**src/rtl/mau_mult_scheduler.sv**
```systemverilog
// Round-robin scheduler sharing one FP16 multiplier among N_REQ requesters.
// One transaction in flight: accept, issue to the multiplier, wait, return a tagged result.
module mau_mult_scheduler #(
  parameter int N_REQ   = 4,
  parameter int ID_W    = $clog2(N_REQ),
  parameter int MUL_LAT = 1
) (
  input  logic                  i_clk,
  input  logic                  i_reset,
  input  logic [N_REQ-1:0]      i_req_valid,
  input  logic [16*N_REQ-1:0]   i_req_x,
  input  logic [16*N_REQ-1:0]   i_req_y,
  output logic [N_REQ-1:0]      o_req_ready,
  output logic [15:0]           o_mul_x,
  output logic [15:0]           o_mul_y,
  output logic                  o_mul_set,
  input  logic [19:0]           i_mul_sum,
  input  logic [4:0]            i_mul_exp,
  input  logic                  i_mul_sign,
  output logic                  o_rsp_valid,
  input  logic                  i_rsp_ready,
  output logic [ID_W-1:0]       o_rsp_id,
  output logic [19:0]           o_rsp_sum,
  output logic [4:0]            o_rsp_exp,
  output logic                  o_rsp_sign,
  output logic                  o_busy
);

  localparam int CNT_W = 3;

  // state  | meaning
  // IDLE   | arbitrate among req_valid, accept one operand pair
  // ISSUE  | one-cycle mul_set with latched operands, load latency counter
  // WAIT   | count down multiplier latency, capture result at zero
  // RESP   | hold response until rsp_ready, then advance pointer
  typedef enum logic [1:0] {
    S_IDLE  = 2'd0,
    S_ISSUE = 2'd1,
    S_WAIT  = 2'd2,
    S_RESP  = 2'd3
  } state_t;

  state_t             r_state;
  state_t             w_state_nxt;

  logic [ID_W-1:0]    r_ptr;
  logic [ID_W-1:0]    r_gid;
  logic [15:0]        r_x;
  logic [15:0]        r_y;
  logic [CNT_W-1:0]   r_cnt;
  logic               r_rsp_valid;
  logic [ID_W-1:0]    r_rsp_id;
  logic [19:0]        r_rsp_sum;
  logic [4:0]         r_rsp_exp;
  logic               r_rsp_sign;

  logic [2*N_REQ-1:0] w_rot;
  logic               w_any;
  logic [ID_W:0]      w_off;
  logic [ID_W:0]      w_sum;
  logic [ID_W-1:0]    w_gnt;
  logic [15:0]        w_sel_x;
  logic [15:0]        w_sel_y;
  logic               w_accept;
  logic               w_rsp_fire;
  logic [ID_W-1:0]    w_ptr_nxt;

  // Rotate the doubled valid vector so bit 0 is the pointer position; the
  // lowest set bit is then the first requester at or after the pointer.
  always_comb begin
    w_rot = {i_req_valid, i_req_valid} >> r_ptr;
    w_any = 1'b0;
    w_off = '0;
    for (int k = N_REQ-1; k >= 0; k--) begin
      if (w_rot[k]) begin
        w_any = 1'b1;
        w_off = (ID_W+1)'(k);
      end
    end
    w_sum = {1'b0, r_ptr} + w_off;
    if (w_sum >= (ID_W+1)'(N_REQ)) begin
      w_sum = w_sum - (ID_W+1)'(N_REQ);
    end
    w_gnt = w_sum[ID_W-1:0];
  end

  always_comb begin
    w_sel_x = '0;
    w_sel_y = '0;
    for (int k = 0; k < N_REQ; k++) begin
      if (ID_W'(k) == w_gnt) begin
        w_sel_x = i_req_x[16*k +: 16];
        w_sel_y = i_req_y[16*k +: 16];
      end
    end
  end

  assign w_accept   = (r_state == S_IDLE) && w_any && !i_reset;
  assign w_rsp_fire = (r_state == S_RESP) && r_rsp_valid && i_rsp_ready;
  assign w_ptr_nxt  = (r_gid == ID_W'(N_REQ-1)) ? '0 : r_gid + 1'b1;

  always_comb begin
    w_state_nxt = r_state;
    o_req_ready = '0;
    o_mul_set   = 1'b0;
    case (r_state)
      S_IDLE: begin
        if (w_accept) begin
          o_req_ready = N_REQ'(1) << w_gnt;
          w_state_nxt = S_ISSUE;
        end
      end
      S_ISSUE: begin
        o_mul_set   = 1'b1;
        w_state_nxt = S_WAIT;
      end
      S_WAIT: begin
        if (r_cnt == '0) w_state_nxt = S_RESP;
      end
      S_RESP: begin
        if (w_rsp_fire) w_state_nxt = S_IDLE;
      end
      default: w_state_nxt = S_IDLE;
    endcase
  end

  always_ff @(posedge i_clk) begin
    if (i_reset) r_state <= S_IDLE;
    else         r_state <= w_state_nxt;
  end

  always_ff @(posedge i_clk) begin
    if (i_reset) begin
      r_ptr       <= '0;
      r_gid       <= '0;
      r_x         <= '0;
      r_y         <= '0;
      r_cnt       <= '0;
      r_rsp_valid <= 1'b0;
      r_rsp_id    <= '0;
      r_rsp_sum   <= '0;
      r_rsp_exp   <= '0;
      r_rsp_sign  <= 1'b0;
    end else begin
      case (r_state)
        S_IDLE: begin
          if (w_accept) begin
            r_x   <= w_sel_x;
            r_y   <= w_sel_y;
            r_gid <= w_gnt;
          end
        end
        S_ISSUE: r_cnt <= CNT_W'(MUL_LAT-1);
        S_WAIT: begin
          if (r_cnt == '0) begin
            r_rsp_valid <= 1'b1;
            r_rsp_id    <= r_gid;
            r_rsp_sum   <= i_mul_sum;
            r_rsp_exp   <= i_mul_exp;
            r_rsp_sign  <= i_mul_sign;
          end else begin
            r_cnt <= r_cnt - 1'b1;
          end
        end
        S_RESP: begin
          if (w_rsp_fire) begin
            r_rsp_valid <= 1'b0;
            r_ptr       <= w_ptr_nxt;
          end
        end
        default: ;
      endcase
    end
  end

  // Operand registers feed the multiplier directly so they hold between issues.
  assign o_mul_x     = r_x;
  assign o_mul_y     = r_y;
  assign o_rsp_valid = r_rsp_valid;
  assign o_rsp_id    = r_rsp_id;
  assign o_rsp_sum   = r_rsp_sum;
  assign o_rsp_exp   = r_rsp_exp;
  assign o_rsp_sign  = r_rsp_sign;
  assign o_busy      = (r_state != S_IDLE);

endmodule

```
**config.mk**
```make
export PLATFORM = sky130hd
export DESIGN_NAME = mau_mult_scheduler
export DESIGN_NICKNAME = d
export VERILOG_FILES = /design/src/rtl/mau_mult_scheduler.sv
export SDC_FILE = /design/constraint.sdc
export NUM_CORES = 1
export LEC_CHECK = 0
export CAP_MARGIN = 20
export CORE_UTILIZATION = 38
export CTS_CLUSTER_DIAMETER = 200
export DETAILED_ROUTE_END_ITERATION = 12
export PLACE_DENSITY = 0.82
export SYNTH_ARGS = -nofsm -noshare
export SYNTH_HDL_FRONTEND = slang
export SYNTH_SLANG_ARGS = --single-unit
```
**constraint.sdc**
```tcl
create_clock -name i_clk -period 3.8 [get_ports i_clk]
set_input_delay 0.76 -clock i_clk [delete_from_list [all_inputs] [get_ports i_clk]]
set_output_delay 0.76 -clock i_clk [all_outputs]
set_load 0.01 [all_outputs]
```
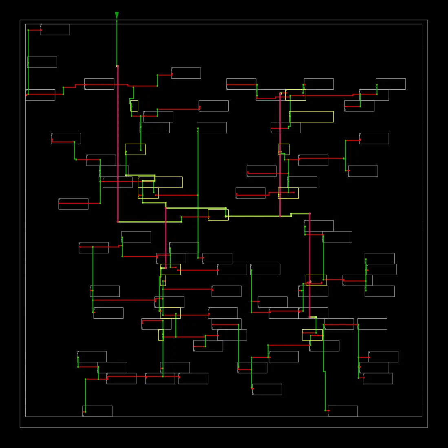
Figure 1: run 1, clock wiring as the flow saved it.
clock latency at the later pin of the worst-skew pair: 340 ps
clock buf count: 11
CTS buffer count: 9

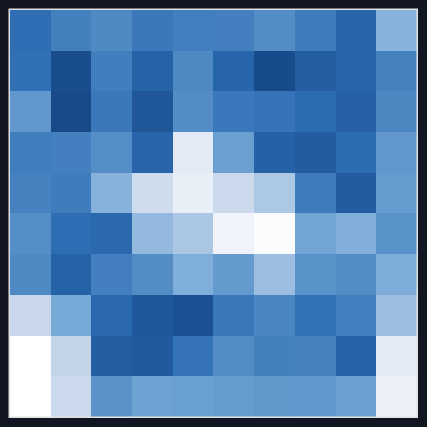
Figure 2: run 1, cell density map.
Drawn at 4 px/um. The die is cut into 10 by 10 equal tiles; white is low, dark blue is high, 0 to 100% covered.
The fullest tile reaches 90%. The mean over all tiles is 59%. The emptiest ninth of the die: center.

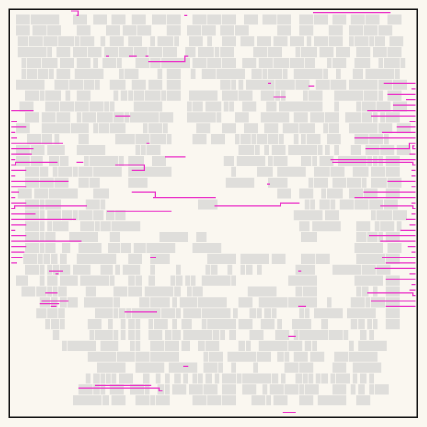
Figure 3: run 1, met3 routing.
Drawn at 4 px/um.
The longest straight run is 21.0 um. 89 nets have wire on it. The layer carries 616 um of wire. The wires run mostly horizontal.

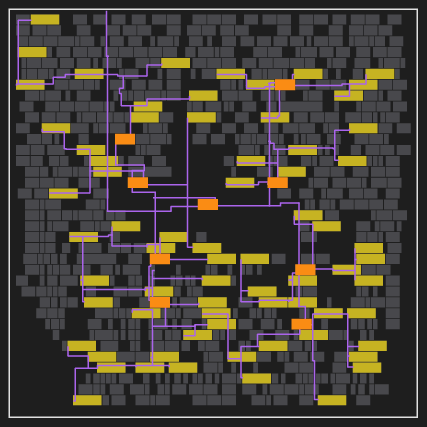
Figure 4: run 1, clock network drawn from the DEF.
Drawn at 4 px/um.
Key: flip-flops = yellow [count 70]; clock drivers = orange [count 9]; clock wires = purple [length 950 um]
There are 10 routed clock nets. Position of the flops: spread over the die.

==> notes.md, run 1 <==
The synthesis and PnR run went through. By startpoint and endpoint, the worst setup path is classified as input port to output port. Global routing used 4.62% of the available met3 tracks. Across the VDD grid, the largest voltage drop is approximately 0.25 mV.

Final cell area excluding filler cells landed at 6310 sq um. The main area contributors are dfxtp_1 37%, nand2_1 16%, mux2i_1 9.0%. The worst setup path is captured at an output port. For the worst reg-to-reg path, the endpoint reported by OpenROAD is o_mul_x[14]. Per the summary, power density relative to cell area is 438 nW/um^2. Register area landed at 1400 sq um. Count of antenna diodes in the layout landed at 0. Across all hold checks on the routed design, the worst slack comes to 455 ps. Max-slew violation count landed at 0.

Synthesized-area fraction occupied by xor and xnor cells landed at less than 1%. Once placement completed, the tool counted placed cells totaling between 800 and 900. Using the TritonRoute via totals, the vias-per-cell ratio works out to 4.90. Simple-gate portion of the synthesized area landed at 21.2%. Non-clock buffer share of cell area landed at 37.6%. Worst setup slack for register-to-register paths landed at 590 ps.

Residual overflow from global routing landed at 0. Across the placement rows, the number of tap cells is 133. STA reports the tightest min-delay check as being of type flop to flop.

At the end of the flow, the number of nets in the layout was 850. Total tool warning count landed at 29. Number of antenna-violating nets in the routed design landed at 0. The switching portion of total power comes to 32.3%. Per the repair_timing log after CTS, setup buffers inserted total 1. The launch point of the worst min-delay path is recorded as o_rsp_sum[14]. Clock-pin slew on the worst setup and hold paths landed at 70 ps.

After synthesis, flip-flops and latches occupy 37.1% of the total area. The number of antenna violations at the first check in global routing was 0. By area, buffers come first. Maximum net fanout on the critical path landed at 4.

Count of state elements after synthesis landed at roughly 70. Entering global routing, the biggest net connects 66 pins. Setup repair after global routing left no endpoint under its margin.

After its last routability iteration, the placer logged a weighted congestion of 0.772. Synthesized netlist cell count landed at 466. Across all checked pins, the minimum headroom to the slew limit is 34.9%.

Register share of total power landed at 35.7%. After filler insertion, the fill cell instance count of the layout stands at around 800. Looking at the global route congestion table, the highest-usage layer is met2. Arrival time of the worst setup path landed at 2840 ps. Number of synthesized flops with an enable pin landed at 0. Area used by multi-input combinational logic landed at 2140 sq um.

Synthesized chip area reported by yosys landed at 3770 sq um. Count of hold-fix buffers inserted at cts landed at 0. Number of buffers on the longest clock path landed at 2. Setup slack on the worst path after placement came out at -219 ps.

Die width landed at 102 um. Number of hold violations in the final report landed at 0. In this run the number of H-tree levels came out at 3. Along the worst hold path, the cell count comes to 2. The startpoint identified for the worst register-to-register timing path is r_ptr[0]. The report puts the cell count of the worst reg-to-reg path at 12. Count of instantiated cells in the yosys netlist landed at approximately 470.

The power report lists cell-internal power as approximately 0.0019 W. The run reported a max-capacitance violation count of 0. Share of the core filled with cells in the final layout landed at about two thirds. Share of cells above drive strength 1 landed at 6.57%. The initial utilization of the core area, before any placement, comes to about two fifths.

Synthesized-area fraction occupied by ao, oa, aoi and oai cells landed at between 10% and 20%. Mapped cell area landed at roughly 3800 sq um. Biggest cell delay along the critical path landed at 520 ps.

Total global routing track utilization landed at 21.6%. First-pass iteration count of the detailed router landed at 4. Count of sequential standard cells landed at 70. The most critical setup path has its endpoint at o_req_ready[2].

Listed in order, past its start point the critical path passes clkdlybuf4s50_1 -> nor2_1 -> or4_1 -> nand3_1 -> ha_1 -> xnor2_2 -> xnor2_4 -> buf_4 -> and3b_1 -> clkbuf_2. CTS placed an instance of clkbuf_8 at the clock tree root. Counting every net in the synthesized netlist gives 635. After layout, the worst path uses 94.8% of the clock period. Measured on the final layout, the clock distribution area share stands at 3.23%. Per the OpenROAD power report, leakage power amounts to 2.22 nW. Number of non-clock inverters in the layout landed at 6. For the pin with the worst max-slew slack, the measured transition is 976 ps. The worst setup path is launched from an input port. Counting distinct cell types in the post-synthesis netlist gives 34.

The worst hold path terminates at o_rsp_sum[14]. Number of cell rows landed at 36. Of all cell types, the one taking the most synthesized area is dfxtp_1. The final design was reported to hold multi-input combinational gates totalling 353. Summed negative setup slack over all endpoints landed at 0 ps. In this run, the synthesized area fraction spent on adder and majority cells is recorded as 2.65%.

~230 I/O pins were placed. The overall die size recorded for this design is about 10000 sq um. Share of flip-flops with an asynchronous set or reset after synthesis landed at 0%. Number of global-route vias before repair landed at approximately 3700.

Looking at the cell usage after synthesis, the top flip-flop cell is dfxtp_1. Number of warnings issued by yosys landed at 0. Per the layout area report, the sequential fraction of cell area is 22.2%.

For reference, the top logic cell family by area is simple AND/OR/NAND/NOR gates. The flow ran to the end, and the final reports show no timing, DRC or antenna violations. Post-synthesis area per instance landed at a little over 8 sq um. Met2 usage landed at 39.6%.

The floorplan step set the die height to 102 um. Area growth from synthesis to final layout landed at 67.2%. The most critical setup path has its startpoint at i_req_valid[1]. Detailed-route wire length per cell landed at 14.7 um. In the post-route report, total wirelength is listed as 12.0 mm.

The clock tree has to reach 70 sinks. Number of ordinary and repair buffers in the finished layout landed at 241. Multiplexer fraction of the synthesized cell area landed at 18.6%.

Setup violation total in the final timing report landed at 0. Switching power landed at 0.000892 W. After the first detailed-routing iteration, the DRC count stood at 98. In the placement report, post-DP HPWL is listed as 9.05 mm.

Static timing analysis puts the maximum clock frequency at 278 MHz. Data required time of the critical path landed at 3040 ps. The power report attributes to the combinational group a share of 41.1%. Looking at the critical path, the single cell with the biggest stage delay is clkdlybuf4s50_1. For the finished layout, the period the worst path requires is between 3000 and 4000 ps.

The share of synthesized area in the top cell type comes to 37.1%.
-- run 1: power by group through the flow --
stage                     sequential (W)  combinational, W  clock (W)
after global placement          0.000990           0.00112          0
after CTS                       0.000986           0.00114   0.000658
after floorplan                  0.00106          0.000483          0
final                           0.000986           0.00113   0.000642
after global routing             0.00100           0.00122   0.000687
after detailed placement         0.00100           0.00114          0
-- run 1: cell usage in the layout (no fill, tap or decap), drive strengths merged, types with 3 or more instances in the layout --
master	Yosys	layout
nand3	4	4
and2	3	3
a21oi	34	34
mux2i	34	34
clkdlybuf4s50	0	222
o21ai	4	4
ha	8	8
nor3	4	4
mux2	32	32
nand2b	3	3
clkbuf	17	12
dfxtp	70	70
o211ai	33	33
buf	20	14
inv	6	6
nor2	21	21
nand2	159	159
-- run 1: registers in the layout, summed over array words and instances, names as in the netlist --
name         flops
r_state          2
o_rsp_id         2
o_rsp_sum       20
o_mul_x         16
o_rsp_sign       1
o_rsp_exp        5
o_rsp_valid      1
r_cnt            3
r_gid            2
o_mul_y         16
r_ptr            2
-- run 1: worst max-delay path: cells and delay by family --
| kind | cells | cell delay (ps) |
|---|---|---|
| and+or+nand+nor | 4 | 740 |
| xor gates and xnor gates | 2 | 340 |
| buffers and inverters | 3 | 820 |
| adders and majority gates | 1 | 190 |
-- run 1: cell usage after synthesis, types with 4 or more instances --
master,n
a21oi_1,34
buf_2,7
buf_6,9
clkbuf_1,17
dfxtp_1,70
ha_1,8
inv_1,6
mux2_1,21
mux2_2,11
mux2i_1,34
nand2_1,159
nand3_1,4
nor2_1,21
o211ai_1,33
o21ai_0,4
-- run 1: per-layer routing --
layer	vias to the layer above	share of wire, %
met2	118	52
met5	-	0
met4	0	1.9
li1	2000	-
met1	1866	41
met3	22	5.1
Figure 5. Met1 routing (run 1).
Drawn at 3 px/um. Supply wires on this layer in gray.
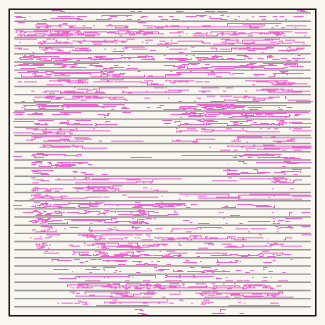

==> run 2, diff against run 1 <==
--- a/config.mk
+++ b/config.mk
@@ -5,11 +5,12 @@
 export SDC_FILE = /design/constraint.sdc
 export NUM_CORES = 1
 export LEC_CHECK = 0
+export ABC_AREA = 1
 export CAP_MARGIN = 20
 export CORE_UTILIZATION = 38
 export CTS_CLUSTER_DIAMETER = 200
 export DETAILED_ROUTE_END_ITERATION = 12
-export PLACE_DENSITY = 0.82
+export PLACE_DENSITY = 0.81
 export SYNTH_ARGS = -nofsm -noshare
 export SYNTH_HDL_FRONTEND = slang
 export SYNTH_SLANG_ARGS = --single-unit
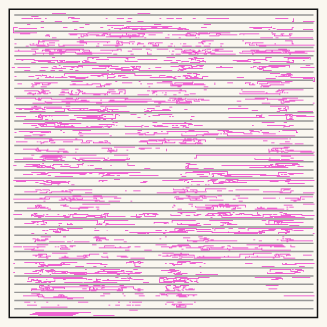
Figure 6: run 2, met1 routing.
Drawn at 3 px/um. Supply wires on this layer in gray.
The longest straight run is 39.3 um. The wires run mostly horizontal. The layer carries 4990 um of wire. 855 nets have wire on it.

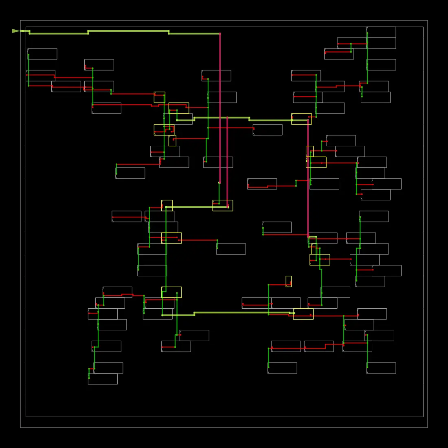
Figure 7: run 2, clock wiring as the flow saved it.
clock latency at the later pin of the worst-skew pair: 350 ps
number of sequential cells in the layout: 70
number of sinks on the clock net: 70

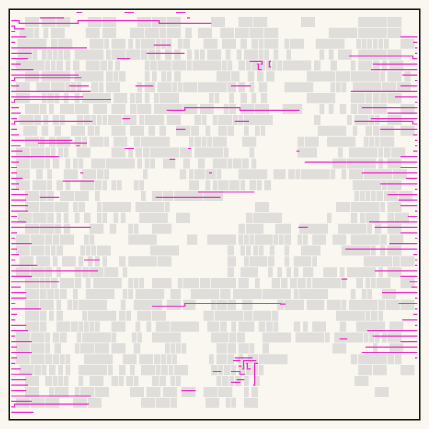
Figure 8: run 2, met3 routing.
Drawn at 4 px/um.
The layer carries 1040 um of wire. The wires run mostly horizontal. The longest straight run is 27.8 um. The layer holds 8.0% of the routed length.

==> notes.md, run 2 <==
The synthesis and PnR run went through. The flow ran to the end, and the final reports show no timing, DRC or antenna violations. TritonCTS built the clock tree. The area growth from synthesis to layout is 66.1%.

Multi-input logic gates represent a cell area share of 31.8%. Among the non-sequential cells, simple AND/OR/NAND/NOR gates take the most area. The number of clock buffers added by TritonCTS is 9. Number of DRC markers in iteration 0 landed at 124. The clock H-tree reported by CTS has 3 levels.

Detailed-route wire length landed at 13.0 mm. Setup repair after global routing left no endpoint under its margin. Portion of the layout cell area used by clock cells landed at 2.46%.

Total of clock buffers placed in the layout landed at 11. In this run, the synthesized area fraction spent on xor and xnor cells is recorded as 0.229%. Ranked by instance count, the synthesized netlist is headed by 180 x nand2_1, 70 x dfxtp_1, 65 x nor2_1.

Multi-input combinational cells in the finished layout were counted as 429. Final critical-path required period landed at 3640 ps. Biggest cell delay along the critical path landed at 480 ps.

Pin count of the biggest net entering global routing landed at 35. For this run, the register share of the synthesized area comes to 36.7%. Post-route DRC violation count landed at 0. The number of antenna violations at the first check in global routing is 0. Headroom to the max-slew limit landed at 41.8%. The leakage power in the latest report is 2.88 nW. The most used flip-flop cell after synthesis is dfxtp_1.

Once placement completed, the tool counted placed cells totaling around 930. Clock-pin slew on the worst setup and hold paths landed at 70 ps. The number of antenna diodes in the final layout is 0. Die width landed at 102 um.

Maximum net fanout on the critical path landed at 6. Worst setup timing slack at the placement stage landed at -108 ps. The most frequently used library cell after synthesis is nand2_1.

Non-clock buffer share of cell area landed at 37.7%. Count of instantiated cells in the yosys netlist landed at 585. Floorplan utilization landed at 39.1%. The final max-slew violation count recorded for this run is 0. STA classifies the critical path endpoint as an output port.

The first global-routing pass estimated 19.5 mm of wire. STA classifies the critical path startpoint as an input port. Vertical die dimension landed at 102 um. The floorplan has 36 rows.

In this run the remaining antenna-violating nets after routing total 0. Number of global-route vias before repair landed at 4351. The tightest min-delay check is of the flop to flop type. Power per unit of standard cell area landed at roughly 490 nW/um^2.

Transition time at the pin with the least slew margin landed at 871 ps. Number of nets in the synthesized netlist landed at 754. According to the report, the first pass of detailed routing completed in 4 iterations. The finished layout holds roughly 950 standard cells, fillers aside. Post-CTS timing repair inserted 0 buffers for setup. Buffering stage count on the worst path with inverters included landed at 3.

Per the cell usage report, the commonest logic cell in the layout is clkdlybuf4s50_1. Total of buffers placed on input and output ports landed at 227. Maximum clock frequency landed at approximately 270 MHz. Distinct cell type count of the synthesized netlist landed at 31. The register with the most flip-flops in the layout has 20 of them. Data arrives at the worst endpoint at between 2000 and 3000 ps. Synthesized-area fraction occupied by ao, oa, aoi and oai cells landed at 13.1%. Proportion of netlist area held by the largest area contributor landed at 36.7%.

Number of ordinary and repair buffers in the finished layout landed at 244. After layout, the worst path uses 95.9% of the clock period. The report puts the hold buffer count at CTS at 0. Worst voltage drop across the vdd grid landed at 0.217 mV.

After Yosys synthesis, full adders, half adders and majority gates account for around 2.6% of the synthesized area. For this run the detailed placement stage logged an HPWL of about 10 mm. Multiplexer fraction of the synthesized cell area landed at 0%. Ratio of routed vias to standard cells landed at 4.85. The layout summary lists the proportion of cells stronger than drive strength 1 as 6.39%.

Setup violation total in the final timing report landed at 0. Total global routing track utilization landed at about 24%. After clock tree synthesis, the repair step resized 4 gates. Number of buffers on the longest clock path landed at 2.

The routed layout has 4595 vias. Residual overflow from global routing landed at 0. The synthesized design spends more area on one cell type than any other, namely dfxtp_1. A synthesized cell averages 6.53 sq um. The timing report attributes the biggest portion of critical-path delay to buffers and inverters. Area used by multi-input combinational logic landed at between 2000 and 2500 sq um.

Data required time of the critical path landed at 3040 ps. The warning tally printed by Yosys for this design is 0. The worst path meets setup with about 160 ps of slack. Traced cell by cell, the critical path runs through clkdlybuf4s50_1 -> nand2_1 -> nand3_1 -> nand3_1 -> a21boi_0 -> ha_1 -> xnor2_1 -> buf_4 -> nand3_4 -> nand2_8 -> nand2_1 -> nor2_1 -> dlygate4sd2_1. Synthesized netlist cell count landed at 585.

The region available for standard cell placement spans 9770 sq um. Mapped cell area landed at 3820 sq um. Number of synthesized flops with an enable pin landed at 0. The placement summary gives the final routability congestion estimate as 0.828. The top cell types in the final layout, fill and taps aside, are 223 x clkdlybuf4s50_1, 180 x nand2_1, 70 x dfxtp_1. Share of the core filled with cells in the final layout landed at 65.0%. Worst-case clock skew landed at 12.4 ps. Looking at the critical path, the single cell with the biggest stage delay is clkdlybuf4s50_1.

In this run, the synthesized area fraction spent on and/or/nand/nor cells is recorded as 36.8%. Count of maximum capacitance violations landed at 0. The stage logs contain a warning count of 29. The routed design shows a wire length per standard cell of ~14 um. Counting the fill cells in the layout gives 874. The area recorded from the Yosys report for this design is 3820 sq um. In the post-synthesis netlist, the biggest area contributors are dfxtp_1 37%, nand2_1 18%, nand3_1 7.1%. Count of state elements after synthesis landed at roughly 70. Share of flip-flops with an asynchronous set or reset after synthesis landed at 0%. Chip area landed at 10500 sq um. In the final design, more cell area goes to buffers than to any other class. Looking at the setup timing report, the critical path kind is input port to output port. Across the whole layout, storage elements make up 22.1% of the cell area.

Final net count landed at 979. Register area landed at 1400 sq um. The flow inserted approximately 130 tap cells. I/O pin count landed at 228.

Number of hold violations in the final report landed at 0. Per the layout report, the design carries 56 non-clock inverters. The tree is rooted in a clkbuf_8.
-- run 2: cell types whose count changed after synthesis, moves of 28 or more --
cell      previous run  this run
a21oi_1             34         6
inv_1                6        51
mux2i_1             34         0
nand3_1              4        54
nor2_1              21        65
o211ai_1            33         0
o21ai_0              4        48
o21ai_1              0        41
-- run 2: power by group --
part	internal [W]	switching (W)
clock network	0.000231	0.000273
logic	0.000779	0.000747
registers	0.000974	0.000133
-- run 2: worst paths after layout --
check / startpoint / to / slack (ps) / cells after the start
max: i_req_valid[2] / o_req_ready[2] / 160 / 13
min: o_mul_x[12] / o_mul_x[12] / 450 / 2
max reg2reg: r_ptr[0] / o_mul_x[2] / 1100 / 17
min reg2reg: o_mul_x[12] / o_mul_x[12] / 450 / 2
-- run 2: tightest hold or removal path, cell delays in order, from the launching register on --
cell and delay (ps):
dfxtp_1 310, nand2_1 60, nand2_1 40
-- run 2: cells by family (layout without fill, tap and decap cells) --
kind of cell	after synthesis	in the layout
adder cells (fa/ha/maj)	8	8
AND/OR/NAND/NOR	322	322
AND-OR/OR-AND	98	98
buffers and inverters	86	315
flip-flops	70	70
XOR/XNOR	1	1
-- run 2: per-stage QoR --
| stage | power (W) | hold slack [ps] | area [sq um] | setup TNS [ps] |
|---|---|---|---|---|
| after detailed placement | 0.00266 | 443 | 6200 | -264 |
| after CTS | 0.00316 | 459 | 6350 | 0 |
| after global routing | 0.00335 | 472 | 6350 | 0 |
| after global placement | 0.00261 | 437 | 6200 | -93.0 |
| after floorplan | 0.00184 | 439 | 3820 | 0 |
| final | 0.00314 | 455 | 6350 | 0 |
-- run 2: layer usage --
layer,part of all wire [%],global-route usage [%]
met5,0,0
met4,2.7,10.1
met3,8.0,6.91
met2,51,46.3
met1,38,24.4
Power figures rest on the tool's default switching activity, not on a simulated workload.
